===== config.mk =====
export PLATFORM = sky130hd
export DESIGN_NAME = pipe_ctrl
export DESIGN_NICKNAME = d
export VERILOG_FILES = /design/src/rtl/pipe_ctrl.sv
export SDC_FILE = /design/constraint.sdc
export NUM_CORES = 1
export LEC_CHECK = 0
export CORE_MARGIN = 1
export CORE_UTILIZATION = 33
export DETAILED_ROUTE_END_ITERATION = 8
export GPL_TIMING_DRIVEN = 0
export HOLD_SLACK_MARGIN = 0.05
export PLACE_DENSITY_LB_ADDON = 0.15
export SETUP_SLACK_MARGIN = 0.2
export SLEW_MARGIN = 20
export SYNTH_ARGS = -nofsm -noshare
export SYNTH_HDL_FRONTEND = slang
export SYNTH_SLANG_ARGS = --single-unit

===== constraint.sdc =====
create_clock -name clock -period 1.4 [get_ports clock]
set_input_delay 0.14 -clock clock [delete_from_list [all_inputs] [get_ports clock]]
set_output_delay 0.14 -clock clock [all_outputs]
set_load 0.02 [all_outputs]

===== src/rtl/pipe_ctrl.sv =====
// pipe_ctrl: pipeline hazard/control unit (load-use, MUL/DIV hold, redirect squash, exit freeze); optional counters via PIPE_CTRL_PERF_EN
module pipe_ctrl #(
    parameter int MUL_LAT = 3,
    parameter int DIV_LAT = 34,
    parameter int CNT_W   = $clog2(DIV_LAT > MUL_LAT ? DIV_LAT : MUL_LAT) + 1
) (
    input  logic       clock,
    input  logic       reset,
    input  logic [4:0] id_rs1_i,
    input  logic [4:0] id_rs2_i,
    input  logic       id_use_rs1_i,
    input  logic       id_use_rs2_i,
    input  logic       ex_load_i,
    input  logic [4:0] ex_rd_i,
    input  logic       ex_md_i,
    input  logic       ex_is_div_i,
    input  logic       ex_redirect_i,
    input  logic       wb_exit_i,
    output logic       pc_stall_o,
    output logic       if_id_stall_o,
    output logic       if_id_flush_o,
    output logic       id_ex_stall_o,
    output logic       id_ex_flush_o,
    output logic       ex_mem_flush_o,
    output logic       md_done_o,
    output logic       halted_o
`ifdef PIPE_CTRL_PERF_EN
    ,
    output logic [63:0] perf_stall_cycles_o,
    output logic [63:0] perf_flush_cnt_o
`endif
);
    typedef enum logic [1:0] {IDLE, BUSY, HALT} state_t;
    state_t state, state_nx;
    logic [CNT_W-1:0] cnt, cnt_nx, lat_m1;
    logic lu, md_stall, hold, act;
    always_comb begin
        lat_m1 = ex_is_div_i ? CNT_W'(DIV_LAT - 1) : CNT_W'(MUL_LAT - 1);
        hold = state == HALT || wb_exit_i;
        md_stall = !hold && ex_md_i && cnt != lat_m1;
        lu = ex_load_i && ex_rd_i != 5'd0 &&
             ((id_use_rs1_i && id_rs1_i == ex_rd_i) || (id_use_rs2_i && id_rs2_i == ex_rd_i));
        act = !reset;
        pc_stall_o = act && (hold || md_stall || (!ex_redirect_i && lu));
        if_id_stall_o = pc_stall_o;
        id_ex_stall_o = act && (hold || md_stall);
        ex_mem_flush_o = id_ex_stall_o;
        if_id_flush_o = act && !hold && !md_stall && ex_redirect_i;
        id_ex_flush_o = act && !hold && !md_stall && (ex_redirect_i || lu);
        md_done_o = act && ex_md_i && cnt == lat_m1 && state != HALT;
        halted_o = act && state == HALT;
        state_nx = hold ? HALT : md_stall ? BUSY : IDLE;
        cnt_nx = md_stall ? cnt + 1'b1 : '0;
    end
    always_ff @(posedge clock) begin
        if (reset) begin
            state <= IDLE;
            cnt <= '0;
        end else begin
            state <= state_nx;
            cnt <= cnt_nx;
        end
    end
`ifdef PIPE_CTRL_PERF_EN
    // counts freeze once halted; the exit cycle itself still counts as a stall
    always_ff @(posedge clock) begin
        if (reset) begin
            perf_stall_cycles_o <= '0;
            perf_flush_cnt_o <= '0;
        end else if (state != HALT) begin
            perf_stall_cycles_o <= perf_stall_cycles_o + (pc_stall_o ? 64'd1 : 64'd0);
            perf_flush_cnt_o <= perf_flush_cnt_o + (if_id_flush_o ? 64'd1 : 64'd0);
        end
    end
`endif
endmodule


Figure 1. The metal 3 layer (run 1).
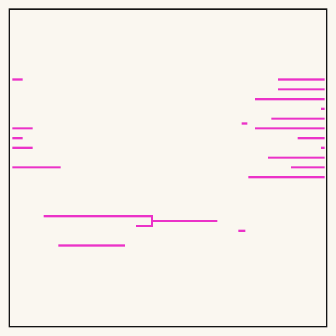
The wires run mostly horizontal. The layer holds 7.1% of the routed length. The layer carries 116 µm of wire.

Figure 2. Clock network drawn from the DEF (run 1).
Scale bar: 10 µm.
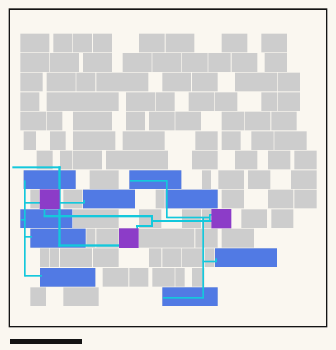
Key: purple = cells driving clock nets [count 3]; blue = flip-flops [count 9]; cyan = clock wires [length 124 µm]
There are 4 routed clock nets.

==> changes_impl.md, run 1 <==
### Implementation results

* Met1 WL at between 600 and 700 µm
* Tap cells at 16
* Combinational share of cell area at 45.6%
* Final setup violation count at 7
* Outcome: finished, violations left
* Late-Pin Clk Latency at 260 ps
* Metal2 WL at between 800 and 900 µm
* Worst vdd ir at about 700 µV
* Startpoint Class: flip-flop
* Violation count after the first detailed-route iteration at 7
* Root buf cell: clkbuf_4
* Share of cells above drive strength 1 at 42.1%
* Clk tree area frac at 2.31%
* Max cap viols at 0
* Worst Hold End: state[1]
* Worst hold path class: in2reg
* H-tree Lvls at 1
* CP Capture Type: output port
* Int Pwr at between 400 and 500 µW
* Layout area overhead at 95.5%
* Antenna cell count at 0
* Routed WL at ~1600 µm
* Ao+oa area frac at roughly a tenth
* Final HPWL DP at ~1200 µm
* Worst hold slack at 439 ps
* FF/Latch Area at approximately 190 µm²
* CP endpoint: id_ex_flush_o
* HP Start: reset
* Critical path cell sequence: nor4_4 > o21ai_4 > a2111o_1 > o2bb2ai_4 > buf_6
* Flops at 9
* Met3 Use GR at approximately 8.6%
* Fin worst setup slack at -488 ps
* CTS Hold Bufs at 0
* Top cell area share at 30.9%
* Cell taking the most area after synthesis: dfxtp_1
* Crit path DRT at around 1300 ps
* Comb gates at roughly 52
* CTS tree: built
* PortBufs at 31
* Crit path largest cell delay at approximately 420 ps
* Clock network power at just under 200 µW
* Tally of OpenROAD warnings at 29
* RSZ-0062 raised after global routing: true
* Logic inverters at 2
* Cell count along the critical path at 5
* Tmin final at 1890 ps
* Fmax at around 0.53 GHz
* Total die size at between 0.0015 and 0.002 mm²
* Violated checks: negative setup slack
* Global placement routability congestion at just under 0.8
* Comb gate area at 519 µm²
* Switching Share at roughly a quarter
* First-pass GRT wire length at about 2700 µm
* Worst r2r dst: cnt[2]
* Synthesis-stage register bit count at 9
* Total GRT Usage at approximately 19%
* Clock Skews at ~7.3 ps
* Mux frac, synth at 0%
* Power per cell area at between 500 and 600 mW/mm²
* Crit path launch: cnt[4]
* Yosys cell types at 29
* Max Slew Vio Count at 0
* Top area cell types: dfxtp_1, xor2_1, xnor2_1
* R2R depth at 5
* Switching power at between 150 and 200 µW
* Leakage at around 0.44 nW
* M2 GR Usage at between 30% and 40%
* Initial Util at 37.0%
* Cells after Synth at approximately 65
* Adder Area Share at 2.15%
* Fin crit share at 135%
* Vias/cell at around 5.0
* Non-clock buffers at around 40
* Most frequent logic cell in the layout: clkdlybuf4s50_1
* Slowest cell on the critical path: a2111o_1
* Simple share at roughly 30%
Figure 3. Cell placement (run 1).
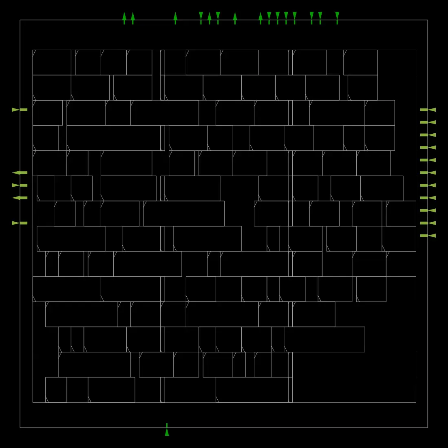
Core Area: 0.00158 mm²
row cnt: 14
fraction of area in registers: 16.5%

run 1: worst register-to-register path: stages (launching register included):
cell and delay, ps:
dfxtp_2 350, and4b_1 240, o21ai_4 200, buf_4 170
nand3_4 120, nor2_1 130
run 1: metrics by stage:
step	worst slack [ps]	total power, mW	utilization [%]	instance area, µm²	std cells
after detailed placement	-1030	0.458	61.7	972	112
after global routing	-585	0.716	72.3	1140	123
after global placement	-1010	0.455	61.7	972	112
after CTS	-487	0.674	70.0	1100	122
final	-488	0.676	72.3	1140	123
after floorplan	-57.0	0.348	-	642	65
run 1: cell families after synthesis:
family | count (synthesis)
AOI/OAI and AO/OA | 8
xor gates and xnor gates | 15
adders and majority gates | 1
buffers and inverters | 4
DFF | 9
and+or+nand+nor | 28
run 1: registers in the layout (all words and copies together), names as in the netlist:
signal  cells
cnt         7
state       2
--- run 2 (diff from run 1) ---
Settings changed: SETUP_SLACK_MARGIN 0.2 to not set.
Figure 4. I/O pins on the die edge (run 2).
Pins as bars across the die edge, other pins in grey.
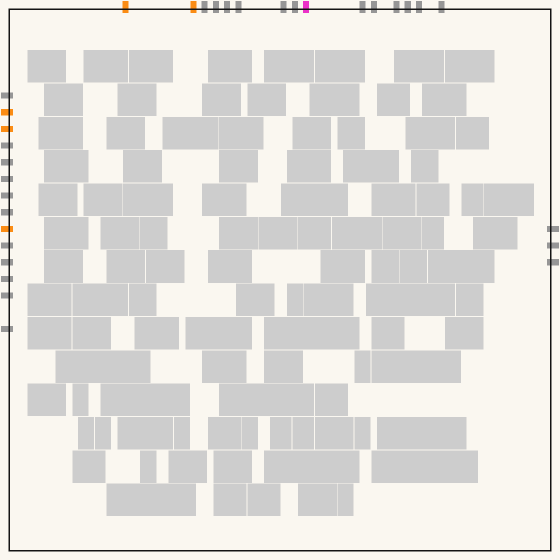
Key: orange = id_rs2_i [pins 5, direction input, edge 3 west, 2 north]; magenta = id_ex_flush_o [pins 1, direction output, edge north]
All pins by edge: 15 north, 14 west, 3 east.

Figure 5. Clock network drawn from the DEF (run 2).
Scale bar: 10 µm.
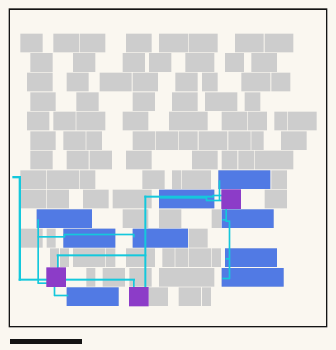
Key: blue = flip-flops [count 9]; purple = cells driving clock nets [count 3]; cyan = clock wires [length 132 µm]
There are 4 routed clock nets.

Figure 6. Local utilization (run 2).
9 x 9 tiles, from white (low) to dark blue (high), 0 to 100% covered.
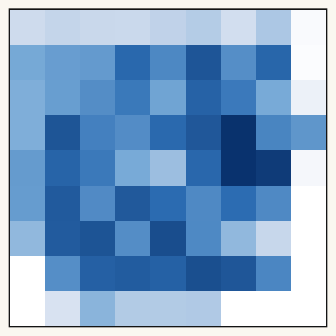
The emptiest ninth of the die: south-east. 11% of the tiles are nearly empty. 30% of the tiles are over 75% full.

==> changes_impl.md, run 2 <==
### Implementation results

* Outcome: finished, violations left
* Violated checks: negative setup slack
* Routed wire per std cell at between 10 and 15 µm
* # IOs at 32
* Syn Area/Cell at around 9.0 µm²
* CP Capture Type: output port
* Critical-path maximum fanout at 4
* Core Area at 0.00158 mm²
* Initial Util at between 30% and 40%
* Top non-seq family: simple AND/OR/NAND/NOR gates
* Startpoint Class: flip-flop
* Drt pass-1 iters at 5
* First-pass GRT wire length at 2140 µm
* Top cells excl fill/tap: clkdlybuf4s50_1, xor2_1, nor2_1
* Worst vdd ir at approximately 670 µV
* Global placement routability congestion at 0.749
* Crit path largest cell delay at 380 ps
* FF/Latch Area at 188 µm²
* Fmax at about 0.55 GHz
* Share of cells above drive strength 1 at around 37%
* Ao+oa area frac at a little over a tenth
* Highest routed layer: met4
* Postcts setup bufs at 2
* Clock-pin slew on the worst setup and hold paths at ~60 ps
* Vias/cell at 4.92
* Late-Pin Clk Latency at roughly 260 ps
* Mux frac, synth at 0%
* Worst hold slack at ~500 ps
* Final nets at between 100 and 150
* Post-synth ARST share at 0%
* Max Slew Vio Count at 0
* RSZ-0062 raised after global routing: true
* Top area cell types: dfxtp_1, xor2_1, xnor2_1
* Seq share, synth at between 30% and 40%
* H-tree Lvls at 1
* Worst hold path class: reg2reg
* M2 GR Usage at 23.8%
* Cell taking the most area after synthesis: dfxtp_1
* Vias in the first global route at about 540
* Met3 Use GR at about 7.3%
* Comb gate area at approximately 440 µm²
* Clock Skews at between 1 and 1.5 ps
* Critical path cell sequence: nor4_4 > o21ai_2 > a2111o_1 > o2bb2ai_2 > buf_6
* Most frequent logic cell in the layout: clkdlybuf4s50_1
* Primary FF master, synth: dfxtp_1
* Metal3 WL at 81 µm
* Fill cell total of the finished layout at approximately 150
* Yosys stat area at a little under 600 µm²
* Clk buf depth at 2
* Leakage at approximately 0.41 nW
* Largest delay share family, worst path: AND-OR/OR-AND gates
* Metal2 WL at 632 µm
* Max-slew headroom at approximately 78%
* Setup CP Type: reg2out
* Largest registers: cnt: 7 flops, state: 2 flops
* CTS Buf Count at 3
* Routed vias at 586
* Top Usage Layer GRT: met2
* Top cell area share at between 30% and 40%
* Die Y-Extent at between 40 and 50 µm
* Layout area overhead at 76.6%
* Die W at about 44 µm
* PortBufs at 31
* Number of enable flip-flop cells at 0
* Total GRT Usage at approximately 16%
* Adder Area Share at about 2.1%
* Non-filler cells, final at approximately 120
* Cells after Synth at between 60 and 70
* Post-place setup slack at -958 ps
* DRC Markers at 0
* Crit path DRT at about 1300 ps
* Worst Tran Pin Value at approximately 330 ps
* Initial antenna violation count at 0
* Fin crit share at 131%
* Max cap viols at 0
* Simple share at a little under a third
* Root buf cell: clkbuf_4
* Routed Antenna Nets at 0
* Synth warn at 0
* Met1 WL at between 500 and 600 µm
* Crit path DAT at ~1700 ps
* Post_cts resized at 57
* Post-synth net total at ~90
* Final HPWL DP at between 1000 and 1500 µm
* Antenna cell count at 0
* CTS Hold Bufs at 0
* Final setup violation count at 7
* Total die size at 0.00194 mm²
* Area share of xor/xnor cells in the synthesized design at a little under a quarter
* Row cnt at 14
* Tally of OpenROAD warnings at 29
* CTS tree: built
* Largest net degree at the start of global routing at 9
* Post-layout power at about 640 µW
* Yosys top cell by instances: xor2_1
* Post-DP Area at ~930 µm²
* Fin worst setup slack at -434 ps
* Clock Sinks at 9
* Violation count after the first detailed-route iteration at 5
* Cell Count Post-Placement at approximately 110
* Routed WL at 1270 µm
* Largest register FFs at 7
* Buf/Inv on CP at 1
* Yosys cell types at 29
* Total gr overflow at 0
* Slowest cell on the critical path: a2111o_1
* Design area at between 0.001 and 0.0015 mm²
* Tmin final at between 1500 and 2000 ps
* Synthesis-stage register bit count at 9
* Top reg by flops: cnt
* Power per cell area at between 600 and 700 mW/mm²
* Top cells by count: xor2_1, dfxtp_1, nor2_1
* Number of cells in Yosys stat at about 65
* Final core occ at about two thirds
* Post-synthesis cell area at slightly below 600 µm²
-- run 2: cell counts after synthesis --
No cell type changed its count.
-- run 2: where the power goes --
group	switching (mW)	total (mW)	leakage, nW	internal (mW)
combinational	0.0741	0.182	0.324	0.108
sequential	0.00231	0.261	0.0754	0.259
clock	0.0875	0.197	0.0150	0.110
-- run 2: layout make-up --
cell class	instances	share of cell area, %
multi-input combinational	52	42.9
inverter	2	0.729
tap	16	1.94
buffer	2	1.46
timing repair buffer	34	32.2
clock buffer	4	2.55
sequential	9	18.2
-- run 2: path summary, 6_finish.rpt --
check / start / end / slack, ps / cells past startpoint
worst max-delay path: cnt[4] / id_ex_flush_o / -430 / 5
worst min-delay path: cnt[0] / cnt[0] / 490 / 1
worst max register to register: cnt[1] / cnt[4] / 110 / 5
worst min register to register: cnt[0] / cnt[0] / 490 / 1
--- run 3 (diff from run 2) ---
Settings changed: HOLD_SLACK_MARGIN 0.05 to not set.
Figure 7. Local utilization (run 3).
9 x 9 tiles, from white (low) to dark blue (high), 0 to 100% covered.
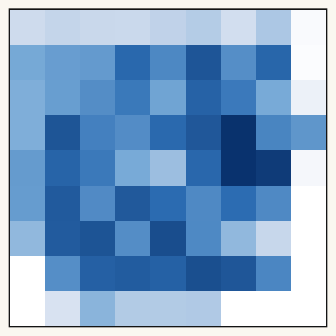
The fullest tile reaches 99%. 11% of the tiles are nearly empty. The mean over all tiles is 52%. 30% of the tiles are over 75% full.

Figure 8. Clock network drawn from the DEF (run 3).
Scale bar: 10 µm.
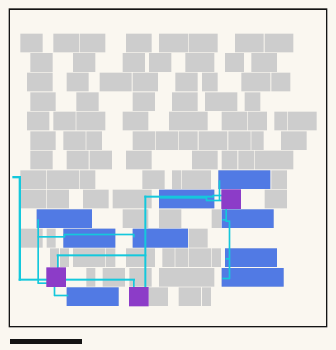
Key: cyan = clock wires [length 132 µm]; purple = cells driving clock nets [count 3]; blue = flip-flops [count 9]
There are 4 routed clock nets.

Figure 9. I/O pins on the die edge (run 3).
Pins as bars across the die edge, other pins in grey.
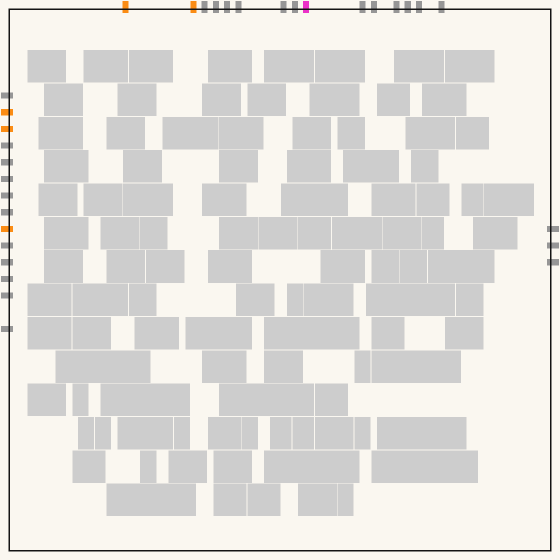
Key: magenta = id_ex_flush_o [pins 1, direction output, edge north]; orange = id_rs2_i [pins 5, direction input, edge 3 west, 2 north]

==> changes_impl.md, run 3 <==
### Implementation results

* Outcome: finished, violations left
* Violated checks: negative setup slack
* Post-DP Area at around 930 µm²
* Clock Skews at ~1.3 ps
* Final setup violation count at 7
* Final HPWL DP at between 1000 and 1500 µm
* Crit path DRT at 1260 ps
* Final nets at about 130
* Metal3 WL at a little over 80 µm
* Int Pwr at ~480 µW
* Worst hold slack at 491 ps
* Area share of xor/xnor cells in the synthesized design at between 20% and 30%
* Crit path largest cell delay at approximately 380 ps
* RSZ-0062 raised after global routing: true
* Critical path cell sequence: nor4_4 > o21ai_2 > a2111o_1 > o2bb2ai_2 > buf_6
* Largest register FFs at 7
* Design area at ~0.0010 mm²
* Slowest cell on the critical path: a2111o_1
* # IOs at 32
* Top cell area share at a little under a third
* Clock-pin slew on the worst setup and hold paths at around 60 ps
* Fin crit share at 131%
* Cell count along the critical path at 5
* Top reg by flops: cnt
* FF/Latch Area at roughly 190 µm²
* Post-synthesis cell area at between 500 and 600 µm²
* Hold Path Cell Cnt at 1
* RR Startpoint: cnt[1]
* Ao+oa area frac at a little over a tenth
* CP Capture Type: output port
* Top cells excl fill/tap: clkdlybuf4s50_1, xor2_1, nor2_1
* Crit path DAT at 1690 ps
* Root buf cell: clkbuf_4
* Comb gate area at 442 µm²
* Late-Pin Clk Latency at 260 ps
* Largest registers: cnt: 7 flops, state: 2 flops
* Syn Area/Cell at about 9.0 µm²
* Worst Hold End: cnt[0]
* Cell taking the most area after synthesis: dfxtp_1
* Cell Count Post-Placement at 112
* Metal2 WL at 632 µm
* Fill cell total of the finished layout at between 100 and 150
* Post-layout power at roughly 640 µW
* Total GRT Usage at around 16%
* Routed WL at 1270 µm
* Worst Tran Pin Value at about 330 ps
* Post-place setup slack at -958 ps
* Global placement routability congestion at roughly 0.75
* Startpoint Class: flip-flop
* Cells after Synth at about 65
* Worst r2r dst: cnt[4]
* Worst vdd ir at 668 µV
* Post-synth ARST share at 0%
* Largest net degree at the start of global routing at 9
* Fin worst setup slack at -434 ps
* Met3 Use GR at ~7.3%
* Initial Util at 37.0%
* Total gr overflow at 0
* Top non-seq family: simple AND/OR/NAND/NOR gates
* Share of cells above drive strength 1 at between 30 and 40%
* CTS Hold Bufs at 0
* Yosys cell types at 29
* Top Usage Layer GRT: met2
* Top area cell types: dfxtp_1, xor2_1, xnor2_1
* Max cap viols at 0
* Power per cell area at 622 mW/mm²
* Largest delay share family, worst path: AND-OR/OR-AND gates
* Most frequent logic cell in the layout: clkdlybuf4s50_1
* Mux frac, synth at 0%
* Leakage at 0.415 nW
run 3: area by class of cell:
cell class	count	share of cell area (%)
plain buffers	2	1.46
clock buffers	4	2.55
well taps	16	1.94
inverters	2	0.729
multi-input cells	52	42.9
flip-flops and latches	9	18.2
repair buffers	34	32.2
run 3: power by group through the flow:
stage          Clock [mW]  Combinational, mW  Sequential [mW]
2_1_floorplan           0             0.0701            0.268
3_3_place_gp            0              0.174            0.268
3_5_place_dp            0              0.176            0.268
4_1_cts             0.203              0.177            0.261
5_1_grt             0.225              0.197            0.261
6_report            0.197              0.182            0.261
run 3: repair_timing:
action	in CTS	in global routing
buffers inserted	2	2
setup endpoints to repair	8	15
pin swaps	9	3
resized	57	10
hold endpoints to repair	0	0
Power and IR drop assume default switching activity.
